<file path="config.mk">
export PLATFORM = sky130hd
export DESIGN_NAME = aibio_cdr_phdet_filter
export DESIGN_NICKNAME = d
export VERILOG_FILES = /design/src/rtl/aibio_cdr_pkg.sv /design/src/rtl/aibio_cdr_vote_acc.sv /design/src/rtl/aibio_cdr_phdet_filter.sv
export SDC_FILE = /design/constraint.sdc
export NUM_CORES = 1
export LEC_CHECK = 0
export CAP_MARGIN = 0
export CORE_ASPECT_RATIO = 0.7
export CORE_MARGIN = 1.5
export CORE_UTILIZATION = 58
export DETAILED_ROUTE_END_ITERATION = 10
export GPL_ROUTABILITY_DRIVEN = 0
export PLACE_DENSITY = 0.81
export RECOVER_POWER = 100
export SYNTH_ARGS = -nofsm -noshare
export SYNTH_HDL_FRONTEND = slang
export SYNTH_SLANG_ARGS = --single-unit
</file>
<file path="constraint.sdc">
create_clock -name i_clk -period 6.2 [get_ports i_clk]
set_input_delay 1.55 -clock i_clk [delete_from_list [all_inputs] [get_ports i_clk]]
set_output_delay 1.55 -clock i_clk [all_outputs]
set_load 0.02 [all_outputs]
</file>
<file path="src/rtl/aibio_cdr_pkg.sv">
// aibio_cdr_pkg: shared types and default constants for the
// CDR bang-bang phase-detector loop filter.
package aibio_cdr_pkg;

  localparam int DEF_WIN_MAX_W  = 6;
  localparam int DEF_CODE_W     = 7;
  localparam int DEF_SETTLE_CYC = 4;
  localparam int DEF_LOCK_CNT   = 8;

  typedef enum logic [1:0] {
    IDLE,
    ACCUM,
    DECIDE,
    SETTLE
  } state_e;

  typedef enum logic [1:0] {
    HOLD,
    UP,
    DN
  } dec_e;

endpackage

</file>
<file path="src/rtl/aibio_cdr_vote_acc.sv">
// aibio_cdr_vote_acc: window sample counter and ones counter
// for the phase-detector majority vote.
module aibio_cdr_vote_acc
  import aibio_cdr_pkg::*;
#(
  parameter int WIN_MAX_W = DEF_WIN_MAX_W
) (
  input  logic               clk,
  input  logic               reset,
  input  logic               start,
  input  logic               sample,
  input  logic               phdet,
  input  logic [2:0]         win_sel,
  output logic               done,
  output logic [WIN_MAX_W:0] win,
  output logic [WIN_MAX_W:0] n1
);

  localparam logic [WIN_MAX_W:0] ONE = 1;

  logic [WIN_MAX_W:0] cnt;
  logic [WIN_MAX_W:0] win_dec;
  logic [3:0]         sh;

  // W = 2^(sel+1), clamped at the largest supported window
  always_comb begin
    sh = {1'b0, win_sel} + 4'd1;
    if (sh > 4'(WIN_MAX_W)) sh = 4'(WIN_MAX_W);
    win_dec = ONE << sh;
  end

  assign done = sample && (cnt == win - ONE);

  always_ff @(posedge clk) begin
    if (reset || start) begin
      cnt <= '0;
      n1  <= '0;
    end else if (sample) begin
      cnt <= cnt + ONE;
      n1  <= n1 + {{WIN_MAX_W{1'b0}}, phdet};
    end
  end

  always_ff @(posedge clk) begin
    if (reset) win <= '0;
    else if (start) win <= win_dec;
  end

endmodule

</file>
<file path="src/rtl/aibio_cdr_phdet_filter.sv">
// aibio_cdr_phdet_filter: vote-window loop filter that steps a
// circular PI code and reports lock when the loop dithers.
module aibio_cdr_phdet_filter
  import aibio_cdr_pkg::*;
#(
  parameter int WIN_MAX_W  = DEF_WIN_MAX_W,
  parameter int CODE_W     = DEF_CODE_W,
  parameter int SETTLE_CYC = DEF_SETTLE_CYC,
  parameter int LOCK_CNT   = DEF_LOCK_CNT
) (
  input  logic                 vddcq,
  input  logic                 vss,
  input  logic                 i_clk,
  input  logic                 i_reset,
  input  logic                 i_en,
  input  logic                 i_cdr_phdet,
  input  logic [2:0]           i_win_sel,
  input  logic [WIN_MAX_W-1:0] i_deadband,
  output logic [CODE_W-1:0]    o_pi_code,
  output logic                 o_pi_up,
  output logic                 o_pi_dn,
  output logic                 o_lock
);

  localparam int SW = $clog2(SETTLE_CYC + 1);
  localparam int LW = $clog2(LOCK_CNT + 1);
  localparam logic [CODE_W-1:0] CODE_ONE = 1;

  state_e state, state_nxt;
  dec_e   dec;

  logic [SW-1:0]      scnt;
  logic [LW-1:0]      lcnt, lcnt_nxt;
  logic               prev_vld, prev_up;
  logic               start, sample, done;
  logic               step_up, step_dn, in_dec;
  logic [WIN_MAX_W:0] win, n1;
  logic [WIN_MAX_W+1:0] thr, n1x, n0x;
  logic               unused_supply;

  assign unused_supply = &{vddcq, vss};

  assign sample = i_en && (state == ACCUM);
  assign start  = !sample;

  aibio_cdr_vote_acc #(
    .WIN_MAX_W(WIN_MAX_W)
  ) u_vote (
    .clk    (i_clk),
    .reset  (i_reset),
    .start  (start),
    .sample (sample),
    .phdet  (i_cdr_phdet),
    .win_sel(i_win_sel),
    .done   (done),
    .win    (win),
    .n1     (n1)
  );

  // extra headroom bit so a large deadband cannot wrap
  assign thr = {2'b0, win[WIN_MAX_W:1]}
             + {2'b0, i_deadband}
             + {{(WIN_MAX_W+1){1'b0}}, 1'b1};
  assign n1x = {1'b0, n1};
  assign n0x = {1'b0, win - n1};

  always_comb begin
    dec = HOLD;
    if (n1x >= thr) dec = UP;
    else if (n0x >= thr) dec = DN;
  end

  assign in_dec  = i_en && (state == DECIDE);
  assign step_up = in_dec && (dec == UP);
  assign step_dn = in_dec && (dec == DN);

  always_comb begin
    state_nxt = state;
    unique case (state)
      IDLE:    if (i_en) state_nxt = ACCUM;
      ACCUM:   if (done) state_nxt = DECIDE;
      DECIDE:  state_nxt = (dec == HOLD) ? ACCUM : SETTLE;
      SETTLE:  if (scnt == SW'(SETTLE_CYC - 1)) state_nxt = ACCUM;
      default: state_nxt = IDLE;
    endcase
    if (!i_en) state_nxt = IDLE;
  end

  // a reversal or a hold is evidence of dithering around lock
  always_comb begin
    lcnt_nxt = lcnt;
    if (!i_en) begin
      lcnt_nxt = '0;
    end else if (state == DECIDE) begin
      if (dec == HOLD || (prev_vld && prev_up != (dec == UP))) begin
        if (lcnt != LW'(LOCK_CNT)) lcnt_nxt = lcnt + LW'(1);
      end else begin
        lcnt_nxt = '0;
      end
    end
  end

  always_ff @(posedge i_clk) begin
    if (i_reset) begin
      state     <= IDLE;
      scnt      <= '0;
      lcnt      <= '0;
      prev_vld  <= 1'b0;
      prev_up   <= 1'b0;
      o_pi_code <= '0;
      o_pi_up   <= 1'b0;
      o_pi_dn   <= 1'b0;
      o_lock    <= 1'b0;
    end else begin
      state   <= state_nxt;
      scnt    <= (state == SETTLE) ? scnt + SW'(1) : '0;
      lcnt    <= lcnt_nxt;
      o_lock  <= (lcnt_nxt == LW'(LOCK_CNT));
      o_pi_up <= step_up;
      o_pi_dn <= step_dn;
      if (step_up) o_pi_code <= o_pi_code + CODE_ONE;
      else if (step_dn) o_pi_code <= o_pi_code - CODE_ONE;
      if (!i_en) begin
        prev_vld <= 1'b0;
      end else if (step_up || step_dn) begin
        prev_vld <= 1'b1;
        prev_up  <= step_up;
      end
    end
  end

endmodule

</file>
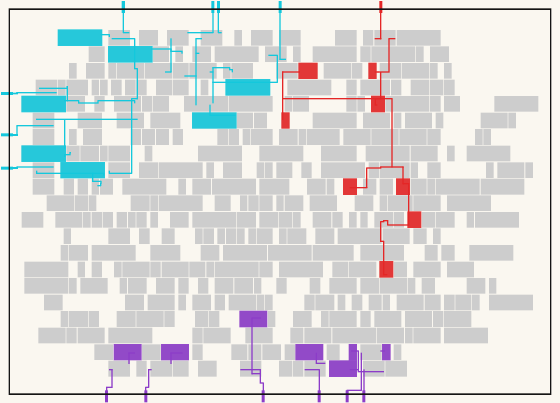
Run 1: nets reached from selected ports
i_deadband -> purple  # bits 6, direction input, end cells 7, buffers 6, wire 66.6 um
o_pi_code -> cyan  # bits 7, direction output, end cells 7, buffers 7, wire 197 um
i_en -> red  # bits 1, direction input, end cells 8, buffers 1, wire 98.0 um
I/O Buffers: 22
Ports: 25

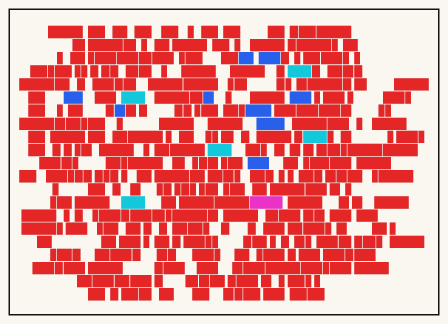
Run 1: cells by drive strength
_0 and _1 cells -> red  # cells 343, share 96%
_3 and _4 cells -> magenta  # cells 1, share 0.28%
_6 and larger -> cyan  # cells 5, share 1.4%
_2 cells -> blue  # cells 9, share 2.5%
Design Area, Final: 0.003304 mm^2
worst setup margin: 0.5404 ns
buffers outside the clock class: 23
area grow syn2layout: 10.64%

==> metrics.yaml, run 1 <==
status: "finished clean"
power_mw: 0.5557
antenna_cells: 0
xor_area_share_pct: 10.85
warnings: 34
synthAoiAreaFrac_pct: 14.08
grt_max_degree: 23
wl_met3_um: 315
cts_buffers: 5
num-nets-final: 421
cap_violations: 0
first_global_vias: 2290
clock_latency_ns: 0.30
min_to: "scnt[0]$_SDFF_PP0_"
grtUsageMet1_pct: 36.74
fin_tns_setup_ns: 0
period_used_pct: 91.28
drc_errors: 0
fmax_mhz: 176.7
ys_area_mm2: 0.002987
dr.first_iter.drc_count: 104
rrSetupSlack_ns: 1.80
syn_inst: 333
topCellsByArea: "dfxtp_1 28%, ha_1 19%, xnor2_1 7.3%"
clk_pin_slew_ns: 0.08
cts_sinks: 42
place_ws_ns: 0.3273
critPathKind: "input port to flip-flop"
routed_via_density: 5.499
dr.max_layer_used: "met4"
max_slew_margin_pct: 36.46
syn_area_mm2: 0.002987
finish.utilization_pct: 67.98
flop_area_um2: 840.8
synth-warning-count: 0
cts_max_path_buffers: 2
stdcell_count: 427
power_density_mw_per_mm2: 168.2
synth_nets: 396
ys.flops: 42
yosysTopAreaCellShare_pct: 28.15
fillers: 394
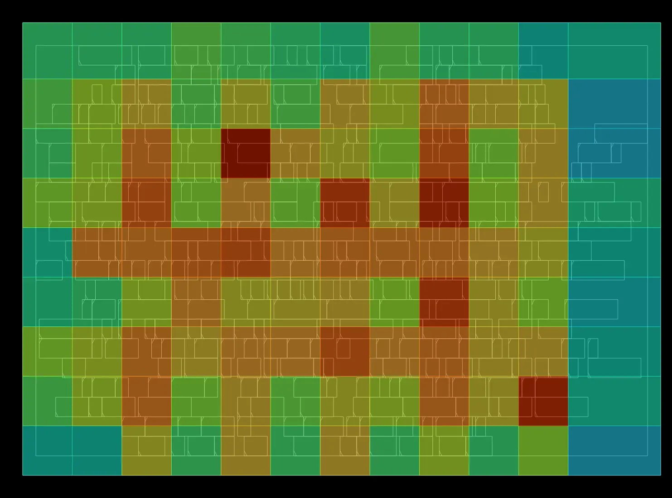
Run 1: routing congestion map
GRT met3 Usage: 4.359%
global route hottest layer: met1

[run 1: critical path: stages]
cell,delay [ns]
dlygate4sd3_1,0.52
inv_1,0.04
ha_1,0.22
fa_1,0.40
xor2_1,0.19
ha_1,0.29
o211ai_1,0.08
o21ai_1,0.30
a41oi_1,0.24
or2_2,0.44
fa_1,0.45
a211oi_1,0.22
o21bai_1,0.10
a21oi_1,0.20
nand3b_1,0.12
a21oi_1,0.16
mux2_2,0.35
[run 1: cell usage in the layout, fill, tap and decap left out, types with 9 or more instances in the layout]
cell,n
ha_1,45
dfxtp_1,42
nor2_1,35
inv_1,25
xnor2_1,25
a21oi_1,23
nand2_1,16
dlygate4sd3_1,13
xor2_1,12
nor3_1,10
nand3_1,9
and3_1,9
clkdlybuf4s50_1,9
[run 1: report_power, final]
group	internal (mW)	switching, mW
Combinational	0.0489	0.0586
Clock	0.0777	0.0930
Sequential	0.272	0.00501
[run 1: cell type report]
| class | count | share of cell area (%) |
|---|---|---|
| Tap cell | 69 | 2.613 |
| Multi-Input combinational cell | 261 | 60.02 |
| Inverter | 25 | 2.840 |
| Clock buffer | 7 | 2.310 |
| Sequential cell | 42 | 25.44 |
| Timing Repair Buffer | 23 | 6.778 |
[run 1: state kept, by name, indices dropped and copies added, names as in the netlist]
| signal | count |
|---|---|
| o_pi_dn | 1 |
| state | 2 |
| o_pi_code | 7 |
| u_vote.n1 | 7 |
| prev_vld | 1 |
| scnt | 3 |
| o_pi_up | 1 |
| u_vote.win | 7 |
| prev_up | 1 |
| u_vote.cnt | 7 |
| lcnt | 4 |
| o_lock | 1 |
Run 1, wiring heat map:
The bar under the picture is 20 um long. 18 x 13 tiles, from dark purple (low) to yellow (high), scaled to the fullest tile. Values are wire area over tile area, all layers added.
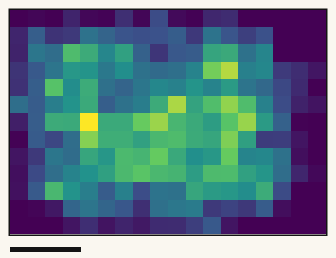

## Run 2: what changed since run 1
MAX_ROUTING_LAYER = met4   (was not set)
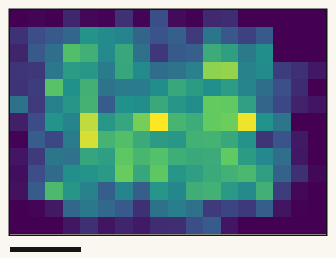
Run 2: wiring heat map
The bar under the picture is 20 um long. 18 x 13 tiles, from dark purple (low) to yellow (high), scaled to the fullest tile. Values are wire area over tile area, all layers added.
emptiest ninth of the die = north-east
fullest tile = 0.50
nearly empty tiles = 15%

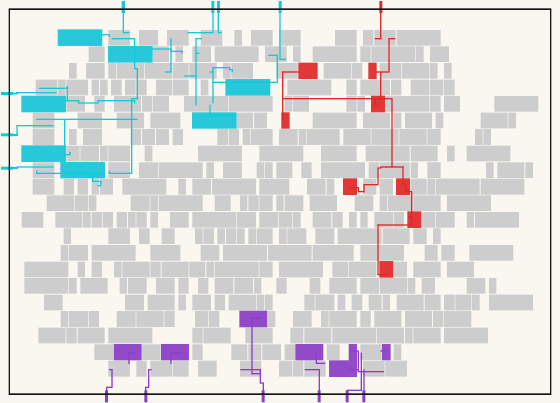
Run 2: nets reached from selected ports
o_pi_code -> cyan  # bits 7, direction output, end cells 7, buffers 7, wire 197 um
i_en -> red  # bits 1, direction input, end cells 8, buffers 1, wire 100 um
i_deadband -> purple  # bits 6, direction input, end cells 7, buffers 6, wire 66.6 um

==> run 2 against run 1 <==
Net effect:
- die size is the same
- register-to-register slack hardly changed
- cell count unchanged
- first-iteration DRC count increased by 2.9%
- global-route usage rose by 0.68 points
- sequential power is essentially flat
- hold slack about the same
- non-clock buffer count stayed put
- sequential cell count did not move
- utilization stayed put
- routed wire length grew 0.25%
- critical endpoint unchanged
- highest routed layer unchanged
==> metrics.yaml, run 2 <==
worst_r2r_path_depth: 17
edf_count: 0
topCellsByArea: "dfxtp_1 28%, ha_1 19%, xnor2_1 7.3%"
io_buffers: 22  # unchanged
cp-end-kind: "flip-flop"
place_ws_ns: 0.3273  # unchanged
antenna_found_initial: 0
max_slew_margin_pct: 36.79  # +0.34 points
wl_mm: 6.097
cap_violations: 0  # unchanged
r2r_start: "u_vote.win[2]$_SDFFE_PP0N_"
routed_via_density: 5.501  # about the same
cts_tree: "done"
muxShareOfSynthArea_pct: 2.388
fin_ws_ns: 0.5440  # +0.003591 ns
num_vias: 2349
min_to: "scnt[0]$_SDFF_PP0_"
crit_end: "o_pi_code[6]$_SDFFE_PP0N_"
ys.flops: 42  # unchanged
yosysTopAreaCellShare_pct: 28.15  # unchanged
layout_top_cell: "ha_1"
clk_root_buffer_cell: "clkbuf_8"
yosys.area_share.adder_pct: 20.86
syn_area_per_cell_um2: 8.969
grt_max_degree: 23  # unchanged
ioPinCount: 25  # unchanged
clk_pin_slew_ns: 0.08  # about the same
num_rows: 21
die_width_um: 88.77
rsz0062_at_grt: "false"
power_density_mw_per_mm2: 167.7  # -0.26%
hold_depth: 1
core_region_area_mm2: 0.004861
syn_inst: 333  # unchanged
yosys.area.top_type: "dfxtp_1"
cts_max_path_buffers: 2  # unchanged
synthAoiAreaFrac_pct: 14.08  # unchanged
maxSlewViolCount: 0
logic_family: "adder cells"
cts_setup_buffers: 0
status: "finished clean"
dieHeight_um: 63.04
warnings: 34  # unchanged
fin_tns_setup_ns: 0  # unchanged
num-nets-final: 421  # unchanged
grt_overflow: 0
synth.most_common_cell: "ha_1"
xor_area_share_pct: 10.85  # unchanged
crit_required_ns: 6.39
fmax_mhz: 176.8  # about the same
netlist_top_cells_count: "45 x ha_1, 42 x dfxtp_1, 35 x nor2_1, 25 x inv_1, 25 x xnor2_1"
ys_seq_share_pct: 28.15
clock_latency_ns: 0.29  # about the same
yosys.area_share.simple_pct: 19.73
final_cell_mix: "45 x ha_1, 42 x dfxtp_1, 35 x nor2_1, 25 x inv_1, 25 x xnor2_1"
gr-usage-all-layers_pct: 24.96
ff_type: "dfxtp_1"
rrSetupSlack_ns: 1.81  # about the same
period_used_pct: 91.23  # about the same
dr.first_iter.drc_count: 107  # +2.9%
antenna_cells: 0  # unchanged
hp-class: "flip-flop to flip-flop"
chip_area_mm2: 0.005596
synthArstFlopShare_pct: 0
hold_start: "scnt[0]$_SDFF_PP0_"
critPathKind: "input port to flip-flop"
cts_sinks: 42  # unchanged
cts_buffers: 5  # unchanged
areaGrowthSynthToFinish_pct: 10.64  # unchanged
ys_area_mm2: 0.002987  # unchanged
tightest_slew_ns: 0.9481
worstReg2RegEnd: "o_pi_code[6]$_SDFFE_PP0N_"
finalHoldViolCount: 0
drc_errors: 0  # unchanged
synth-warning-count: 0  # unchanged
irDropWorstVdd_mv: 0.1158
setup_viol: 0
first_global_vias: 2290  # unchanged
synth_nets: 396  # unchanged
syn_area_mm2: 0.002987  # unchanged
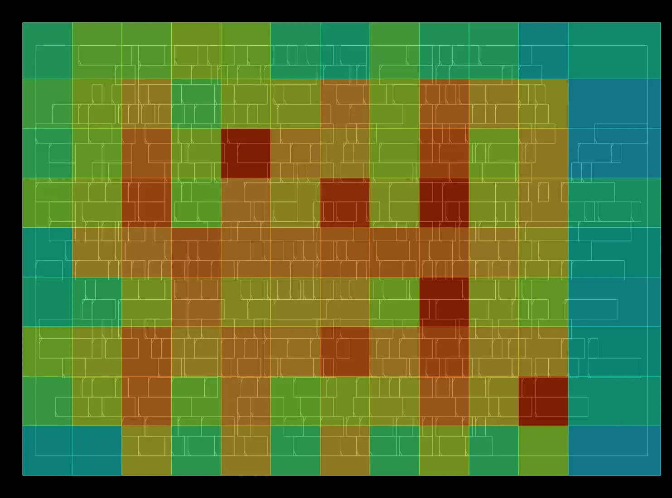
Run 2: routing congestion map
met1 layer usage reported by global route: 36.74%
utilization after layout: 67.98%
met2 Use GR: 34.28%
post-DR wirelength/cell: 14.28 um

-- run 2: cell counts after synthesis --
No cell type changed its count.
-- run 2: routing by layer --
layer | up-vias | track usage [%] | part of all wire, %
met2 | 52 | 34.28 | 40
met3 | 13 | 4.359 | 5.0
met1 | 1073 | 36.74 | 53
met5 | - | - | 0
li1 | 1211 | - | -
met4 | 0 | 7.813 | 1.7
-- run 2: critical path, cell delays in order --
cell and delay [ns]:
dlygate4sd3_1 0.52, inv_1 0.04, ha_1 0.22, fa_1 0.40, xor2_1 0.19, ha_1 0.29, o211ai_1 0.08, o21ai_1 0.30
a41oi_1 0.24, or2_2 0.44, fa_1 0.45, a211oi_1 0.22, o21bai_1 0.10, a21oi_1 0.20, nand3b_1 0.12, a21oi_1 0.16
mux2_2 0.35
-- run 2: stage by stage --
stage	hold slack (ns)	instances	cell area (um^2)	total power, mW
6_report	0.4215	427	3304	0.5542
4_1_cts	0.4275	427	3353	0.5632
3_5_place_dp	0.4165	420	3277	0.3952
2_1_floorplan	0.3992	333	2987	0.3653
5_1_grt	0.4428	427	3304	0.5884
3_3_place_gp	0.4084	420	3277	0.3909
-- run 2: where the power goes --
group	internal [mW]	total [mW]	switching, mW	leakage (nW)
clock network	0.0777	0.169	0.0915	0.0383
registers	0.272	0.277	0.00499	0.339
logic	0.0489	0.108	0.0588	1.05
-- run 2: cell families after synthesis --
family / after synthesis
AND-OR/OR-AND: 57
buffers and inverters: 30
XOR/XNOR: 37
flip-flops: 42
adder cells (fa/ha/maj): 48
AND/OR/NAND/NOR: 112
multiplexers: 7
-- run 2: area by class of cell --
class                           count  area, um^2
Clock buffer                        7       76.32
Multi-Input combinational cell    261        1983
Inverter                           25       93.84
Sequential cell                    42       840.8
Fill cell                         394        1556
Tap cell                           69       86.33
Timing Repair Buffer               23       224.0
Power is estimated from default activity; no workload was simulated.
